The metal 4 layer:
(3 px per µm) Supply wires on this layer in gray.
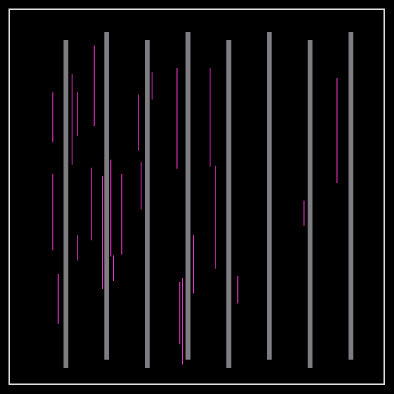
Routing congestion map:
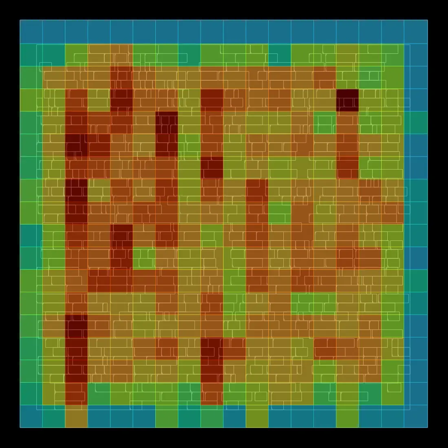
`config.mk`:
```
export PLATFORM = sky130hd
export DESIGN_NAME = register_file_block
export DESIGN_NICKNAME = d
export VERILOG_FILES = /design/src/rtl/register_file_block_pkg.sv /design/src/rtl/register_file_block_reg_scoreboard.sv /design/src/rtl/register_file_block.sv
export SDC_FILE = /design/constraint.sdc
export NUM_CORES = 1
export LEC_CHECK = 0
export CAP_MARGIN = 20
export CORE_MARGIN = 5
export CORE_UTILIZATION = 63
export DETAILED_ROUTE_END_ITERATION = 8
export GPL_ROUTABILITY_DRIVEN = 1
export GPL_TIMING_DRIVEN = 0
export HOLD_SLACK_MARGIN = 0.15
export MAX_ROUTING_LAYER = met4
export PLACE_DENSITY = 0.85
export REMOVE_ABC_BUFFERS = 1
export SYNTH_ARGS = -nofsm -noshare
export SYNTH_HDL_FRONTEND = slang
export SYNTH_SLANG_ARGS = --single-unit
```
`constraint.sdc`:
```
create_clock -name clk -period 4.5 [get_ports clk]
set_clock_uncertainty 0.05 [all_clocks]
set_input_delay 0.675 -clock clk [delete_from_list [all_inputs] [get_ports clk]]
set_output_delay 0.675 -clock clk [all_outputs]
set_load 0.02 [all_outputs]
```
`src/rtl/register_file_block_pkg.sv`:
```
// Shared register-file constants for the write-back, decode and register file blocks.
package register_file_block_pkg;

  localparam int DATA_W   = 16;
  localparam int ADDR_W   = 3;
  localparam int NUM_REGS = 1 << ADDR_W;

  // Register index 0 always reads as zero and can never be claimed or written.
  localparam logic [ADDR_W-1:0] REG_ZERO = '0;

endpackage

```
`src/rtl/register_file_block_reg_scoreboard.sv`:
```
// Busy scoreboard: one bit per register, marking a destination whose producer
// has issued but not yet written back. Drives the decode stall.
module reg_scoreboard
  import register_file_block_pkg::*;
(
  input  logic              clk,
  input  logic              reset,
  input  logic              wb_en,
  input  logic [ADDR_W-1:0] wb_addr,
  input  logic              issue_en,
  input  logic [ADDR_W-1:0] issue_addr,
  input  logic [ADDR_W-1:0] rs_addr,
  input  logic [ADDR_W-1:0] rt_addr,
  output logic              stall
);

  logic [NUM_REGS-1:0] r_busy;
  logic [NUM_REGS-1:0] w_busy_next;
  logic                w_rs_pend;
  logic                w_rt_pend;
  logic                w_issue_ok;

  // An operand is pending while its producer is outstanding, unless the
  // write-back for it lands in this very cycle (the bypass covers it).
  always_comb begin
    w_rs_pend = (rs_addr != REG_ZERO) && r_busy[rs_addr] && !(wb_en && (wb_addr == rs_addr));
    w_rt_pend = (rt_addr != REG_ZERO) && r_busy[rt_addr] && !(wb_en && (wb_addr == rt_addr));
    stall     = w_rs_pend | w_rt_pend;
    w_issue_ok = issue_en && !stall && (issue_addr != REG_ZERO);
  end

  // Next busy vector: write-back clears first, an accepted issue then sets,
  // so a same-register issue and write-back leaves the newer claim in place.
  always_comb begin
    w_busy_next = r_busy;
    if (wb_en) begin
      w_busy_next[wb_addr] = 1'b0;
    end
    if (w_issue_ok) begin
      w_busy_next[issue_addr] = 1'b1;
    end
    w_busy_next[REG_ZERO] = 1'b0;
  end

  // Busy vector register, cleared asynchronously by reset.
  always_ff @(posedge clk or negedge reset) begin
    if (!reset) begin
      r_busy <= '0;
    end else begin
      r_busy <= w_busy_next;
    end
  end

endmodule

```
`src/rtl/register_file_block.sv`:
```
// Architectural register file: absorbs write-back data, serves two registered
// operands to decode with a same-cycle write-to-read bypass, and exposes the
// scoreboard stall.
module register_file_block
  import register_file_block_pkg::*;
(
  input  logic              clk,
  input  logic              reset,
  input  logic [DATA_W-1:0] ans_wb,
  input  logic [ADDR_W-1:0] wb_addr,
  input  logic              wb_en,
  input  logic [ADDR_W-1:0] rs_addr,
  input  logic [ADDR_W-1:0] rt_addr,
  output logic [DATA_W-1:0] rs_data,
  output logic [DATA_W-1:0] rt_data,
  input  logic              issue_en,
  input  logic [ADDR_W-1:0] issue_addr,
  output logic              stall
);

  logic [DATA_W-1:0] r_regs [NUM_REGS];
  logic [DATA_W-1:0] w_rs_next;
  logic [DATA_W-1:0] w_rt_next;
  logic              w_wr_ok;

  assign w_wr_ok = wb_en && (wb_addr != REG_ZERO);

  // One flop bank per register; entry 0 is never written so it stays zero.
  genvar gi;
  generate
    for (gi = 0; gi < NUM_REGS; gi++) begin : g_reg
      // Register gi captures write-back data when it is the destination.
      always_ff @(posedge clk or negedge reset) begin
        if (!reset) begin
          r_regs[gi] <= '0;
        end else if (w_wr_ok && (wb_addr == ADDR_W'(gi))) begin
          r_regs[gi] <= ans_wb;
        end
      end
    end
  endgenerate

  // Operand select: r0 reads zero, a matching write-back is forwarded,
  // otherwise the stored value is used.
  always_comb begin
    w_rs_next = '0;
    w_rt_next = '0;
    if (rs_addr != REG_ZERO) begin
      if (wb_en && (wb_addr == rs_addr)) begin
        w_rs_next = ans_wb;
      end else begin
        w_rs_next = r_regs[rs_addr];
      end
    end
    if (rt_addr != REG_ZERO) begin
      if (wb_en && (wb_addr == rt_addr)) begin
        w_rt_next = ans_wb;
      end else begin
        w_rt_next = r_regs[rt_addr];
      end
    end
  end

  // Operand output registers update every cycle, regardless of stall.
  always_ff @(posedge clk or negedge reset) begin
    if (!reset) begin
      rs_data <= '0;
      rt_data <= '0;
    end else begin
      rs_data <= w_rs_next;
      rt_data <= w_rt_next;
    end
  end

  reg_scoreboard u_scoreboard (
    .clk        (clk),
    .reset      (reset),
    .wb_en      (wb_en),
    .wb_addr    (wb_addr),
    .issue_en   (issue_en),
    .issue_addr (issue_addr),
    .rs_addr    (rs_addr),
    .rt_addr    (rt_addr),
    .stall      (stall)
  );

endmodule
```
==> metrics.yaml <==
placement:
  dpl-instance-area_mm2: 0.00913
  hpwl_um: 12200
  dp.cells: 745
  pre_cts_ws_ns: 0.0736
  port_buffers: 64
final_timing:
  hold_violations: 0
  finalHoldWorstSlack_ns: 0.236
  period_minus_slack_ns: 4.11
  setup-tns-final_ns: 0
  slew_hr: 0.347
  setup_repair_after_global_routing_missed_its_margin: "no"
  final_min_period_over_clock_period: 0.913
  worst-slew-pin-transition_ns: 0.974
  achievable-frequency_mhz: 243
  drv_slew: 0
  final-setup-viol-count: 0
cts:
  tritoncts_clock_tree: "yes"
  clkSlewWorstSetupHoldPaths_ns: 0.06
  htree_levels: 4
  worstSkewPairLatency_ns: 0.43
  cts_root_buffer: "sky130_fd_sc_hd__clkbuf_16"
  cts.path.max_buffers: 2
  sinks_on_the_clock_net: 167
  holdBufCountCts: 0
  post_cts_resized: 0
  cts_setup_buffers: 0
finish:
  sh_comb_area: 0.389
  drive_gt1_frac: 0.391
  multi_input_comb_cells: 320
  layout.cells.largest_class: "registers"
  clk_share: 0.0608
  layout_top_cells: "167 x sky130_fd_sc_hd__dfrtp_1, 112 x sky130_fd_sc_hd__mux2_2, 64 x sky130_fd_sc_hd__mux4_2, 57 x sky130_fd_sc_hd__clkdlybuf4s50_1, 36 x sky130_fd_sc_hd__mux2i_1"
  final_area_mm2: 0.00976
  top_register: "r_regs"
  area.growth.synth_to_final_pct: 18.1
  tally_of_non_filler_cells_in_the_final_layout: 781
  inv_count: 6
  final.clkbuf_count: 22
  layout.filler_cells: 782
  buffers: 84
  seq_area_mm2: 0.00418
  nets: 628
  reg.largest.list: "r_regs (128), rs_data (16), rt_data (16)"
  antennaDiodeCount: 0
  area_share_nonclk_buffers: 0.0976
  n_sequential_cell: 167
setup_path:
  setup.worst_path.end: "stall"
  crit_path_start: "wb_addr[1]"
  cp_common_cell: "sky130_fd_sc_hd__clkdlybuf4s50_1"
  crit_path_end_kind: "output pin"
  cp_max_fo: 10
  critical_path.slowest_cell: "sky130_fd_sc_hd__nand4_1"
  critPathMaxStageDelay_ns: 0.60
  regToRegSetupSlack_ns: 2.79
  arrival_ns: 3.38
  timing.reg2reg.worst_path_depth: 4
  critical_path.reg2reg.endpoint: "u_scoreboard.r_busy[2]$_DFF_PN0_"
  crit_path_cell_trace: "clkdlybuf4s50_1 -> xnor2_1 -> nand4_1 -> a32oi_4 -> inv_1 -> clkdlybuf4s50_1"
  critPathLaunchType: "primary input"
  worstSetupPathType: "in -> out"
  crit-reg2reg-launch: "u_scoreboard.r_busy[7]$_DFF_PN0_"
  cpLargestDelayFamily: "buffers and inverters"
yosys:
  edf_count: 0
  yosys.cell_types.count: 27
  synth.most_common_cell: "sky130_fd_sc_hd__dfrtp_1"
  synth-main-ff-cell: "sky130_fd_sc_hd__dfrtp_1"
  netlist.area_leader.share: 0.506
  synth.cellmix.xorXnorShare: 0.00636
  top_cells_by_area: "sky130_fd_sc_hd__dfrtp_1 51%, sky130_fd_sc_hd__mux4_2 17%, sky130_fd_sc_hd__mux2_2 15%"
  largest_area_cell: "sky130_fd_sc_hd__dfrtp_1"
  postSynthSeqShare: 0.506
  synth.area.mux_share: 0.374
  async_reset_ff_frac: 1.00
  synth.yosys.chip_area_mm2: 0.00826
  syn_area_mm2: 0.00826
  yosys.area_share.aoi: 0.0436
  synth_cells: 550
  yosys-top-cells-count: "167 x sky130_fd_sc_hd__dfrtp_1, 112 x sky130_fd_sc_hd__mux2_2, 64 x sky130_fd_sc_hd__mux4_2"
  postSynthAreaPerCell_um2: 15.0
  yosys_cell_count: 550
  yosys-dominant-comb-family: "multiplexers"
  synth.ff_latch_count: 167
  simple_gate_share_of_the_synthesized_area: 0.0335
  adder_share: 0
detailed_routing:
  postRouteAntennaNets: 0
  routedWlPerCell_um: 25.2
  firstDrtPassIters: 5
  top_layer: "met4"
  route.detailed.vias_per_inst: 6.68
  met3_wirelength_um: 1330
  detail_route.iter0.violations: 508
  drcViolationCount: 0
  metal2_wl_um: 10100
pwr:
  power.combinational.fraction: 0.238
  leakage_nw: 4.09
  vdd.ir_drop.worst_uv: 376
  powerComb_w: 0.00109
  design_power_total_w: 0.00457
  clock_power_share: 0.320
  seq_power_w: 0.00202
  power_top_consumer: "sequential cells"
  pwr.group.clock_w: 0.00146
  sw_frac_of_total: 0.274
  total_switching_power_w: 0.00125
  p_int_w: 0.00332
  powerDensity_mw_per_mm2: 468
global_routing:
  grt.overflow.total: 0
  met1_usage: 0.344
  groute.layer.met3.usage: 0.0648
  grt_antenna_before_repair: 0
  maximum_number_of_pins_on_one_net_before_global_route_repair: 87
  number_of_global_route_vias_before_repair: 5775
  grt_first_pass_wirelength_um: 31400
floorplanning:
  taps: 172
  pin_count: 65
  floorplan.core_util: 0.649
  design.die.area_mm2: 0.0155
  rows: 41
  dieHeight_um: 125
run_status:
  status: "complete, no violations"
hold_path:
  worst_hold_path_type: "in -> async"
job:
  max_cap_viol_count: 0
  warnings: 25
Back to the opening pictures, 'the metal 4 layer':
16 nets have wire on it. The layer carries 527 µm of wire. The longest straight run is 37.4 µm. The wires run mostly vertical.
total via count in the routed design: 5214
final WL: 19700 µm

Back to the opening pictures, 'routing congestion map':
gr usage total: 0.272
Post-Route Utilization: 0.767
layer with the highest usage: met2

No activity file was given, so power comes from the tool's default toggle rates.
